**Met1 routing**

Scale: 6 px per µm. Supply wires on this layer in gray.
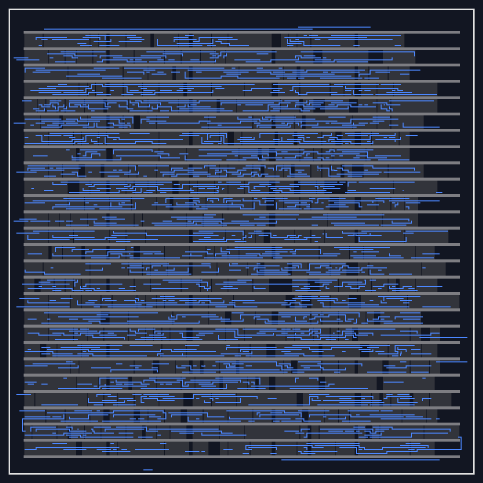
**M2 wires**

Scale: 6 px per µm.
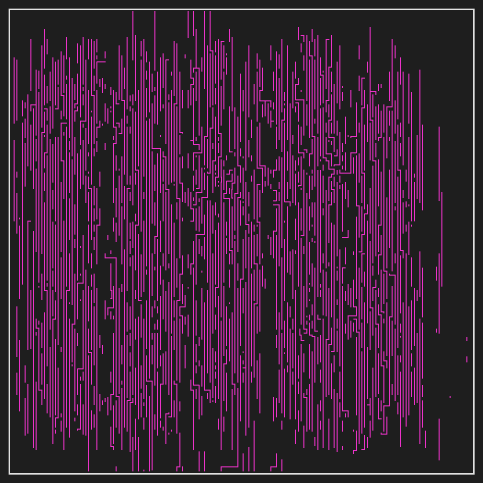
**Met3 routing**

Scale: 8 px per µm.
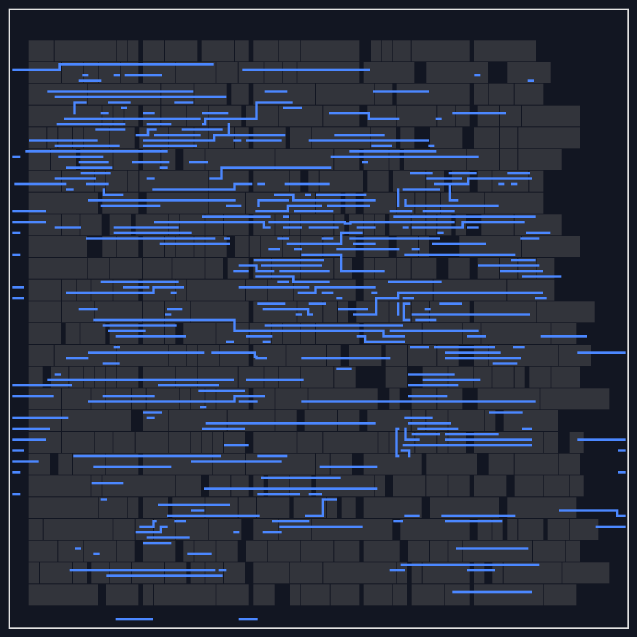
**The metal 4 layer**

Scale: 4 px per µm. Supply wires on this layer in gray.
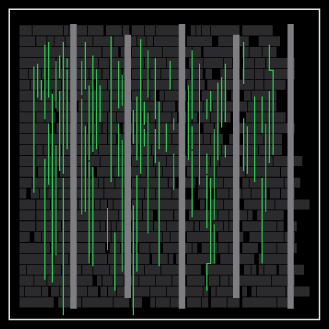
**Congestion heat map**

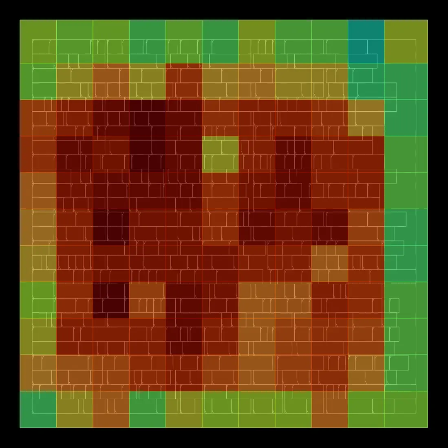
### config.mk
export PLATFORM = sky130hd
export DESIGN_NAME = col_scheduler_flat
export DESIGN_NICKNAME = d
export VERILOG_FILES = /design/src/rtl/col_scheduler_if.sv /design/src/rtl/col_scheduler.sv /design/src/flat_wrapper.sv
export SDC_FILE = /design/constraint.sdc
export NUM_CORES = 1
export LEC_CHECK = 0
export ABC_AREA = 0
export CAP_MARGIN = 15
export CORE_MARGIN = 2
export CORE_UTILIZATION = 48
export CTS_BUF_LIST = sky130_fd_sc_hd__clkbuf_4 sky130_fd_sc_hd__clkbuf_8 sky130_fd_sc_hd__clkbuf_16
export DETAILED_ROUTE_END_ITERATION = 8
export GPL_ROUTABILITY_DRIVEN = 0
export GPL_TIMING_DRIVEN = 0
export PLACE_DENSITY = 0.81
export SETUP_SLACK_MARGIN = 0.3
export SLEW_MARGIN = 20
export SYNTH_ARGS = -nofsm -noshare
export SYNTH_HDL_FRONTEND = slang
export SYNTH_SLANG_ARGS = --single-unit
### constraint.sdc
create_clock -name i_clk -period 1.8 [get_ports i_clk]
set_input_delay 0.54 -clock i_clk [delete_from_list [all_inputs] [get_ports i_clk]]
set_output_delay 0.54 -clock i_clk [all_outputs]
set_load 0.01 [all_outputs]
### src/rtl/col_scheduler_if.sv
// rtl/col_scheduler_if.sv - control, line-buffer, engine and output-buffer signals of col_scheduler
//
// Purpose: bundles every non-clock/reset signal of col_scheduler.
//   slave  : the scheduler side (drives status, read, engine and write strobes)
//   master : the surrounding side (drives start and proc_result)
// Signals:
//   start, busy, done, err                        frame control and status
//   rd_en, rd_col[7:0], rd_row[8:0]               line-buffer read
//   proc_en, proc_iter, proc_bank_en, proc_result engine control and result strobe
//   wr_en, wr_col[7:0], wr_idx[7:0]               output-buffer write
interface col_scheduler_if;
    logic       start;
    logic       busy;
    logic       done;
    logic       err;
    logic       rd_en;
    logic [7:0] rd_col;
    logic [8:0] rd_row;
    logic       proc_en;
    logic       proc_iter;
    logic       proc_bank_en;
    logic       proc_result;
    logic       wr_en;
    logic [7:0] wr_col;
    logic [7:0] wr_idx;

    modport slave (
        input  start, proc_result,
        output busy, done, err, rd_en, rd_col, rd_row,
               proc_en, proc_iter, proc_bank_en, wr_en, wr_col, wr_idx
    );

    modport master (
        output start, proc_result,
        input  busy, done, err, rd_en, rd_col, rd_row,
               proc_en, proc_iter, proc_bank_en, wr_en, wr_col, wr_idx
    );
endinterface

### src/rtl/col_scheduler.sv
// rtl/col_scheduler.sv - frame-level column sequencer for the column lifting engine
//
// Purpose: on start, walks NUM_COLS columns; per column launches the engine,
// streams LENGTH row reads, then drains result pairs (bounded by DRAIN_MAX
// cycles, sticky err on timeout) and writes each accepted pair to the output buffer.
// Ports:
//   i_clk    clock, rising edge
//   i_reset  synchronous active-high reset, dominant
//   bus      col_scheduler_if.slave (see interface file for signal list)
module col_scheduler #(
    parameter int LENGTH    = 256,
    parameter int NUM_COLS  = 64,
    parameter int DRAIN_MAX = 16
) (
    input  logic           i_clk,
    input  logic           i_reset,
    col_scheduler_if.slave bus
);
    typedef enum logic [2:0] {
        S_IDLE, S_LAUNCH, S_STREAM, S_DRAIN, S_NEXT, S_FIN
    } state_t;

    localparam logic [8:0]  K_LAST   = 9'(LENGTH - 1);
    localparam logic [7:0]  HALF     = 8'(LENGTH / 2);
    localparam logic [7:0]  COL_LAST = 8'(NUM_COLS - 1);
    localparam logic [15:0] TMR_LAST = 16'(DRAIN_MAX - 1);

    state_t      r_state, w_state;
    logic [7:0]  r_col,   w_col;
    logic [8:0]  r_k,     w_k;
    logic [7:0]  r_pairs, w_pairs;
    logic [15:0] r_timer, w_timer;
    logic        r_err,   w_err;

    logic        w_capture;
    logic        w_accept;
    logic        w_complete;
    logic        w_rd_en;
    logic [8:0]  w_rd_row;
    logic        w_proc_en;
    logic        w_proc_iter;
    logic        w_bank_en;
    logic        w_done;

    always_ff @(posedge i_clk) begin
        if (i_reset) begin
            r_state <= S_IDLE;
            r_col   <= '0;
            r_k     <= '0;
            r_pairs <= '0;
            r_timer <= '0;
            r_err   <= 1'b0;
        end else begin
            r_state <= w_state;
            r_col   <= w_col;
            r_k     <= w_k;
            r_pairs <= w_pairs;
            r_timer <= w_timer;
            r_err   <= w_err;
        end
    end

    always_comb begin
        w_state     = r_state;
        w_col       = r_col;
        w_k         = r_k;
        w_pairs     = r_pairs;
        w_timer     = r_timer;
        w_err       = r_err;
        w_rd_en     = 1'b0;
        w_rd_row    = '0;
        w_proc_en   = 1'b0;
        w_proc_iter = 1'b0;
        w_bank_en   = 1'b0;
        w_done      = 1'b0;

        // Results are only captured while a column is in flight, and the
        // pair count saturates so surplus strobes are dropped.
        w_capture = (r_state == S_LAUNCH) || (r_state == S_STREAM) || (r_state == S_DRAIN);
        w_accept  = w_capture && bus.proc_result && (r_pairs != HALF);
        if (w_accept) begin
            w_pairs = r_pairs + 8'd1;
        end
        // Includes this cycle's result, so a pair landing on the last drain
        // cycle completes the column instead of timing out.
        w_complete = (w_pairs == HALF);

        case (r_state)
            S_IDLE: begin
                if (bus.start) begin
                    w_state = S_LAUNCH;
                    w_col   = '0;
                    w_err   = 1'b0;
                end
            end
            S_LAUNCH: begin
                w_proc_en = 1'b1;
                w_rd_en   = 1'b1;
                w_k       = 9'd1;
                w_state   = S_STREAM;
            end
            S_STREAM: begin
                w_rd_en     = 1'b1;
                w_rd_row    = r_k;
                w_bank_en   = 1'b1;
                w_proc_iter = 1'b1;
                w_k         = r_k + 9'd1;
                if (r_k == K_LAST) begin
                    w_state = S_DRAIN;
                    w_timer = '0;
                end
            end
            S_DRAIN: begin
                w_proc_iter = 1'b1;
                w_timer     = r_timer + 16'd1;
                if (w_complete) begin
                    w_state = S_NEXT;
                end else if (r_timer == TMR_LAST) begin
                    w_state = S_NEXT;
                    w_err   = 1'b1;
                end
            end
            S_NEXT: begin
                w_pairs = '0;
                if (r_col == COL_LAST) begin
                    w_state = S_FIN;
                end else begin
                    w_col   = r_col + 8'd1;
                    w_state = S_LAUNCH;
                end
            end
            S_FIN: begin
                w_done  = 1'b1;
                // Parks col at 0 so rd_col/wr_col read 0 while idle.
                w_col   = '0;
                w_state = S_IDLE;
            end
            default: w_state = S_IDLE;
        endcase
    end

    assign bus.busy         = (r_state != S_IDLE) && (r_state != S_FIN);
    assign bus.done         = w_done;
    assign bus.err          = r_err;
    assign bus.rd_en        = w_rd_en;
    assign bus.rd_col       = r_col;
    assign bus.rd_row       = w_rd_row;
    assign bus.proc_en      = w_proc_en;
    assign bus.proc_iter    = w_proc_iter;
    assign bus.proc_bank_en = w_bank_en;
    assign bus.wr_en        = w_accept;
    assign bus.wr_col       = r_col;
    assign bus.wr_idx       = r_pairs;
endmodule
### src/flat_wrapper.sv
// flat-port wrapper written by rule: the top's interface ports become plain ports
module col_scheduler_flat 
#(
    parameter int LENGTH    = 256,
    parameter int NUM_COLS  = 64,
    parameter int DRAIN_MAX = 16
)
  (i_clk, i_reset, bus_start, bus_proc_result, bus_busy, bus_done, bus_err, bus_rd_en, bus_rd_col, bus_rd_row, bus_proc_en, bus_proc_iter, bus_proc_bank_en, bus_wr_en, bus_wr_col, bus_wr_idx);
  col_scheduler_if bus_i ();
  input  logic i_clk;
  input  logic i_reset;
  input wire logic [$bits(bus_i.start)-1:0] bus_start;
  input wire logic [$bits(bus_i.proc_result)-1:0] bus_proc_result;
  output wire logic [$bits(bus_i.busy)-1:0] bus_busy;
  output wire logic [$bits(bus_i.done)-1:0] bus_done;
  output wire logic [$bits(bus_i.err)-1:0] bus_err;
  output wire logic [$bits(bus_i.rd_en)-1:0] bus_rd_en;
  output wire logic [$bits(bus_i.rd_col)-1:0] bus_rd_col;
  output wire logic [$bits(bus_i.rd_row)-1:0] bus_rd_row;
  output wire logic [$bits(bus_i.proc_en)-1:0] bus_proc_en;
  output wire logic [$bits(bus_i.proc_iter)-1:0] bus_proc_iter;
  output wire logic [$bits(bus_i.proc_bank_en)-1:0] bus_proc_bank_en;
  output wire logic [$bits(bus_i.wr_en)-1:0] bus_wr_en;
  output wire logic [$bits(bus_i.wr_col)-1:0] bus_wr_col;
  output wire logic [$bits(bus_i.wr_idx)-1:0] bus_wr_idx;
  assign bus_i.start = bus_start;
  assign bus_i.proc_result = bus_proc_result;
  assign bus_busy = bus_i.busy;
  assign bus_done = bus_i.done;
  assign bus_err = bus_i.err;
  assign bus_rd_en = bus_i.rd_en;
  assign bus_rd_col = bus_i.rd_col;
  assign bus_rd_row = bus_i.rd_row;
  assign bus_proc_en = bus_i.proc_en;
  assign bus_proc_iter = bus_i.proc_iter;
  assign bus_proc_bank_en = bus_i.proc_bank_en;
  assign bus_wr_en = bus_i.wr_en;
  assign bus_wr_col = bus_i.wr_col;
  assign bus_wr_idx = bus_i.wr_idx;
  col_scheduler #(.LENGTH(LENGTH), .NUM_COLS(NUM_COLS), .DRAIN_MAX(DRAIN_MAX)) u_core (.i_clk(i_clk), .i_reset(i_reset), .bus(bus_i));
endmodule
==> results.json <==
{
  "gr-usage-met2_pct": 59.22,
  "yosys.area_share.aoi_pct": 14.07,
  "drc_violation_total_after_the_first_tritonroute_iteration": 532,
  "critPathLaunch": "u_core.r_state[1]",
  "postPlaceCellArea_um2": 3236,
  "global_route_wire_length_before_repair_um": 16210,
  "crit-reg2reg-capture": "u_core.r_state[0]",
  "antenna_found_initial": 0,
  "mapped_nets": 321,
  "htree_num_levels": 2,
  "crit_fanout": 6,
  "power_frac_comb_pct": 33.3,
  "place_hpwl_um": 4114,
  "yosys_register_bits": 45,
  "critical_path.most_common_cell": "sky130_fd_sc_hd__buf_6",
  "ys_warn_count": 0,
  "finalWorstSetupSlack_ps": -362.3,
  "failing_checks": "negative setup slack",
  "timing.clock.skew_ps": 16.85,
  "worst-endpoint-arrival_ps": 2360,
  "cts-root-buf": "sky130_fd_sc_hd__clkbuf_8",
  "post_route_cells_drive_above_1_share_pct": 63.03,
  "synthCells": 311,
  "yosys_most_used_dff": "sky130_fd_sc_hd__dfxtp_1",
  "seq_power_w": 0.00104,
  "mi_comb_count": 239,
  "run_status": "finished, violations left",
  "cts_hold_buffers": 0,
  "hold_slack_ps": 484.1,
  "route.met2.wl_um": 6163,
  "preCtsSetupSlack_ps": -791.3,
  "highest-signal-layer": "met4",
  "timing_worst_slew_pin_value_ps": 488.5,
  "setup_viol_count_final": 25,
  "final-max-slew-violation-count": 0,
  "global_route.peak_usage_layer": "met2",
  "ios": 45,
  "post-synth-top-count-cell": "sky130_fd_sc_hd__nor2_1",
  "worstPathBufferInverterCount": 3,
  "hold_viol": 0,
  "yosys.area_share.adder_pct": 2.921,
  "worstSkewPairLatency_ps": 330
}
About 'met1 routing':
wire length on this layer: 4670 µm
share of all routed wire: 34%

About 'M2 wires':
share of all routed wire: 45%
main direction: vertical
Via Count: 3559
Detailed Route WL: 13700 µm

About 'met3 routing':
longest straight run: 29.0 µm
nets with wire on the layer: 166
share of all routed wire: 12%
main direction: horizontal
wire length on this layer: 1610 µm
met3 Track Usage GR: 6.824%

About 'the metal 4 layer':
nets with wire on the layer: 65
longest straight run: 46.9 µm
share of all routed wire: 9.2%
main direction: vertical

About 'congestion heat map':
total global-route track usage: 34.51%
grt met1 use: 40.45%
Routed wire per std cell: 26.39 µm
share of the core filled with cells in the final layout: 89.75%

